Design mem_xfer_fsm, sky130hd; sources not shown.
**Run 1: met2 routing**

Cells faint in the background.
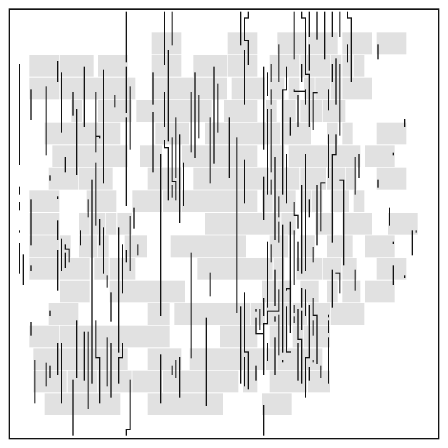
longest straight run: 24.5 µm
share of all routed wire: 48%
wire length on this layer: 979 µm
main direction: vertical
met2 GRT Util: 0.310
final WL: 2.05 mm
via count: 882

**Run 1: logic cells by family**

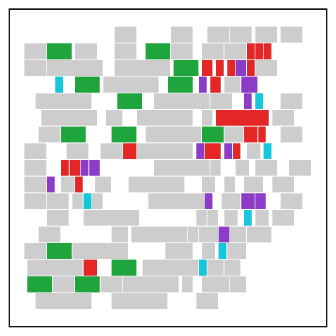
[nand cells] purple | cells: 13 | most used: nand2_1
[inv cells] cyan | cells: 7 | most used: inv_1
[mux cells] green | cells: 13 | most used: mux2_2
[nor cells] red | cells: 18 | most used: nor2_1
Top cell excl fill/tap: clkdlybuf4s50_1
non-filler cells, final: 168
combinational share of cell area: 0.345

**Run 1: sequential cells coloured by netlist name**

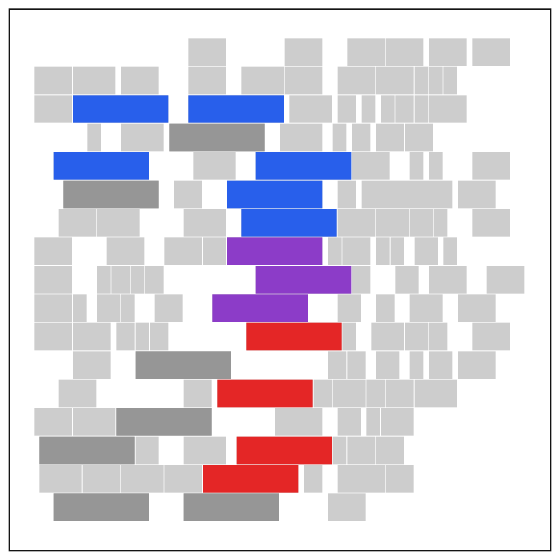
[state] purple | flops: 3
[cnt] red | flops: 4 | where: bottom centre
[p1_q] blue | flops: 6
not coloured: 7
Seq area share: 0.341
Layout Utilization: 0.677
register area: 500 µm²

==> impl_metrics.tcl, run 1 <==
# yosys + openroad results
set metrics [dict create \
    post_cts_buffers 0 \
    synth_warnings 0 \
    grt_pass1_wl_mm 3.67 \
    grtUsageTotal 0.185 \
    clkLatencyLatePin_ns 0.28 \
    finalSetupViolCount 0 \
    fp_util 0.491 \
    fill_cells 184 \
    hold_buffers 0 \
    synth_chip_area_mm2 0.00107 \
    final_area_mm2 0.00147 \
    edf_count 0 \
    grt_overflow 0 \
    cts_made_buffers 3 \
    ff2ff_setup_slack_ns 1.95 \
    post_cts_resized 0 \
    status "complete, no violations" \
    use_met3 0.0172 \
    vias_per_cell 5.25 \
    p_total_mw 1.02 \
    critPathLaunchType "flop" \
    fmax_mhz 333 \
]
[run 1: power by group]
group	switching, mW	internal (mW)	leakage (nW)
clock network	0.0504	0.0353	0.0138
registers	0.108	0.299	0.246
logic	0.304	0.226	0.341
total	0.462	0.561	0.601
[run 1: final cells by class]
cell class,instances,area [µm²],share of cell area
clock buffers,3,22.5,0.0153
inverters,7,26.3,0.0179
multi-input cells,72,507,0.345
flip-flops and latches,20,500,0.341
well taps,28,35.0,0.0239
repair buffers,38,378,0.257
[run 1: cell families after synthesis]
group / Yosys count / synth area share
AND-OR/OR-AND: 16 / 0.0939
adder cells (fa/ha/maj): 2 / 0.0235
buffers and inverters: 13 / 0.0552
flip-flops: 20 / 0.469
multiplexers: 13 / 0.136
AND/OR/NAND/NOR: 41 / 0.222
[run 1: per-layer routing]
layer  wire length, µm  vias to the layer above
met1               926                      406
met4                19                        0
li1                  -                      437
met5                 0                        -
met3               124                        2
met2               979                       37
[run 1: cell usage in the layout, fill, tap and decap left out, types with 2 or more instances in the layout]
cell / netlist / layout
inv_1: 7 / 7
o31ai_1: 2 / 2
nor4_1: 2 / 2
nand2_1: 7 / 7
clkdlybuf4s50_1: 0 / 37
nor2_1: 10 / 10
dfrtp_1: 20 / 20
and2_1: 2 / 2
clkbuf_4: 0 / 3
nand3_1: 4 / 4
o21ai_0: 6 / 6
mux2_2: 12 / 12
ha_1: 2 / 2
nor3_1: 3 / 3
or3_1: 3 / 3
a21oi_1: 3 / 3
[run 1: critical path, stage by stage, from the launching register on]
cell and delay, ns:
dfrtp_1 0.53, nor3b_1 0.55, nand3_1 0.19, nor2_1 0.14, clkdlybuf4s50_1 0.82
[run 1: metrics by stage]
step	hold WS [ns]	setup TNS (ns)	worst slack [ns]	cells	util
6_report	0.423	0	0.951	168	0.677
5_1_grt	0.446	0	0.779	168	0.677
4_1_cts	0.426	0	0.962	168	0.677
3_5_place_dp	0.403	0	1.31	165	0.667
3_3_place_gp	0.394	0	1.34	165	0.667
2_1_floorplan	0.259	-1.61	-0.653	99	-
--- run 2 (diff from run 1) ---
- ABC_CLOCK_PERIOD_IN_PS: 3950 -> 3000
- CORE_UTILIZATION: 47 -> 44
- clock period: 3.95 -> 3 ns (I/O delays scaled with it)
**Run 2: sequential cells coloured by netlist name**

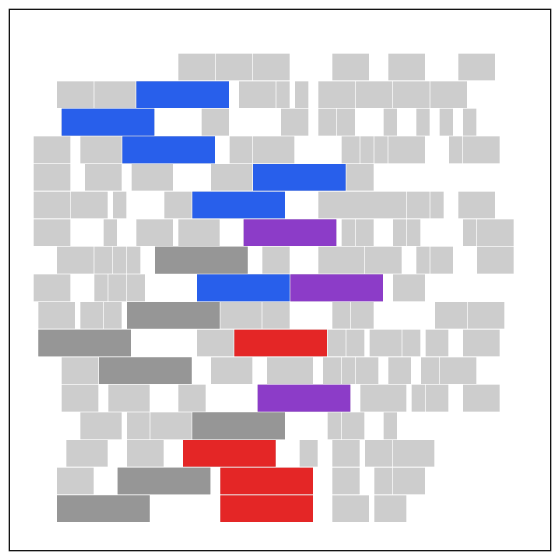
[cnt] red | flops: 4 | where: bottom centre
[p1_q] blue | flops: 6
[state] purple | flops: 3
not coloured: 7
Power Sequential: 0.541 mW
Seq area share: 0.338
Layout Utilization: 0.657

**Run 2: logic cells by family**

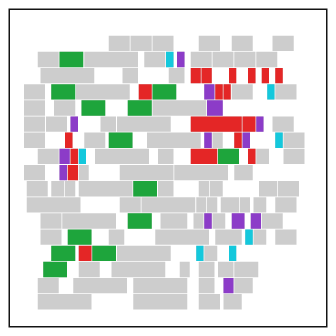
[nand cells] purple | cells: 13 | most used: nand2_1
[nor cells] red | cells: 18 | most used: nor2_1
[mux cells] green | cells: 13 | most used: mux2_2
[inv cells] cyan | cells: 7 | most used: inv_1
combinational share of cell area: 0.345
non-filler cells, final: 169

==> run 2 against run 1 <==
  * Wire length up 3.4%
  * Cell count is 0.60% higher
  * Worst setup slack worse by 0.78 ns
  * Core utilization fell by 2.0 points
  * Design area up 0.85%
  * Critical endpoint is now memOp
  * Highest routed layer unchanged
==> impl_metrics.tcl, run 2 <==
# yosys + openroad results
set metrics [dict create \
    status "complete, no violations" \
    hold_buffers 0 \
    globalplace.congestion 0.785 \
    pre_cts_ws_ns 0.447 \
    layout_top_cells "clkdlybuf4s50_1, dfrtp_1, mux2_2" \
    clkLatencyLatePin_ns 0.29 \
    top_cells_by_area "dfrtp_1, mux2_2, nor2_1" \
    path_buffers 2 \
    vias 868 \
    setup_ws_ns 0.175 \
    mostFrequentLayoutCell "clkdlybuf4s50_1" \
    synth_warnings 0 \
    grt_pass1_vias 814 \
    grt_pass1_wl_mm 3.47 \
    p_total_mw 1.36 \
    common_cells "dfrtp_1, mux2_2, nor2_1" \
    cts_made_buffers 3 \
    cp_num_cells 4 \
    wirelength_mm 2.12 \
    grt_overflow 0 \
    critPathLaunchType "flop" \
    edf_count 0 \
    critPathSlowestCell "clkdlybuf4s50_1" \
    synth_chip_area_mm2 0.00107 \
    cp_top_family "buffers and inverters" \
    place_inst 166 \
    vias_per_cell 5.14 \
    critPathMaxStageDelay_ns 0.79 \
    fmax_mhz 354 \
    finalSetupViolCount 0 \
    num_io_pins 38 \
    synth.most_common_cell "dfrtp_1" \
    fp_util 0.473 \
    post_cts_buffers 0 \
    worstPathCellList "or3b_1, inv_1, and2_1, clkdlybuf4s50_1" \
    yosys.cell_types.count 33 \
    ff2ff_setup_slack_ns 1.03 \
    synthToLayoutAreaGrowth_pct 39.0 \
]
**Run 2: routing congestion**

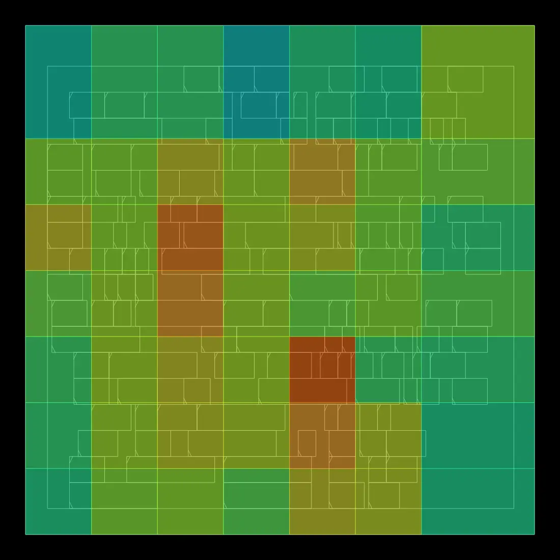
met2 GRT Util: 0.261
Total GRT Usage: 0.172

[run 2: cell types whose count changed in the layout (fill, tap and decap cells not counted), sizes merged]
cell and change:
buf +1
[run 2: final cells by class]
type                       instances  area [µm²]
fill                             214         773
multi-input combinational         72         512
sequential                        20         500
timing repair buffer              39         385
tap                               28        35.0
inverter                           7        26.3
clock buffer                       3        22.5
[run 2: kinds of logic after synthesis]
family	count (synthesis)	synth area share
AND-OR/OR-AND	16	0.0939
adder cells (fa/ha/maj)	2	0.0235
buffers and inverters	13	0.0552
flip-flops	20	0.469
multiplexers	13	0.136
AND/OR/NAND/NOR	41	0.222
[run 2: where the power goes]
part | total, mW | leakage [nW] | internal (mW) | switching (mW)
clock | 0.117 | 0.0138 | 0.0466 | 0.0704
sequential | 0.541 | 0.246 | 0.394 | 0.147
combinational | 0.699 | 0.349 | 0.303 | 0.396
total | 1.36 | 0.609 | 0.744 | 0.613
[run 2: routing by layer]
layer  wire length (µm)  share of wire  up-vias  global-route usage
met3                112          0.053        2              0.0169
met2                974           0.46       28               0.261
li1                   -              -      440                   -
met4                  6         0.0028        0              0.0641
met1               1030           0.48      398               0.238
met5                  0              0        -                   -
[run 2: what timing repair did]
item                                    4_1_cts  5_1_grt
endpoints found under the setup margin        0        3
gates resized                                 0        1
hold endpoints to repair                      0        0
[run 2: worst reg2reg max path: cells and delay by family, from the launching register on]
family,cells,cell delay (ns)
AOI/OAI and AO/OA,1,0.15
DFF,1,0.58
and+or+nand+nor,2,1.07
[run 2: metrics by stage]
stage | TNS [ns] | instance area [µm²] | hold slack, ns | utilization
2_1_floorplan | -5.56 | 1030 | 0.164 | -
3_3_place_gp | 0 | 1450 | 0.390 | 0.645
3_5_place_dp | 0 | 1450 | 0.400 | 0.645
4_1_cts | 0 | 1480 | 0.336 | 0.655
5_1_grt | 0 | 1480 | 0.376 | 0.657
6_report | 0 | 1480 | 0.322 | 0.657
Power figures rest on the tool's default switching activity, not on a simulated workload.
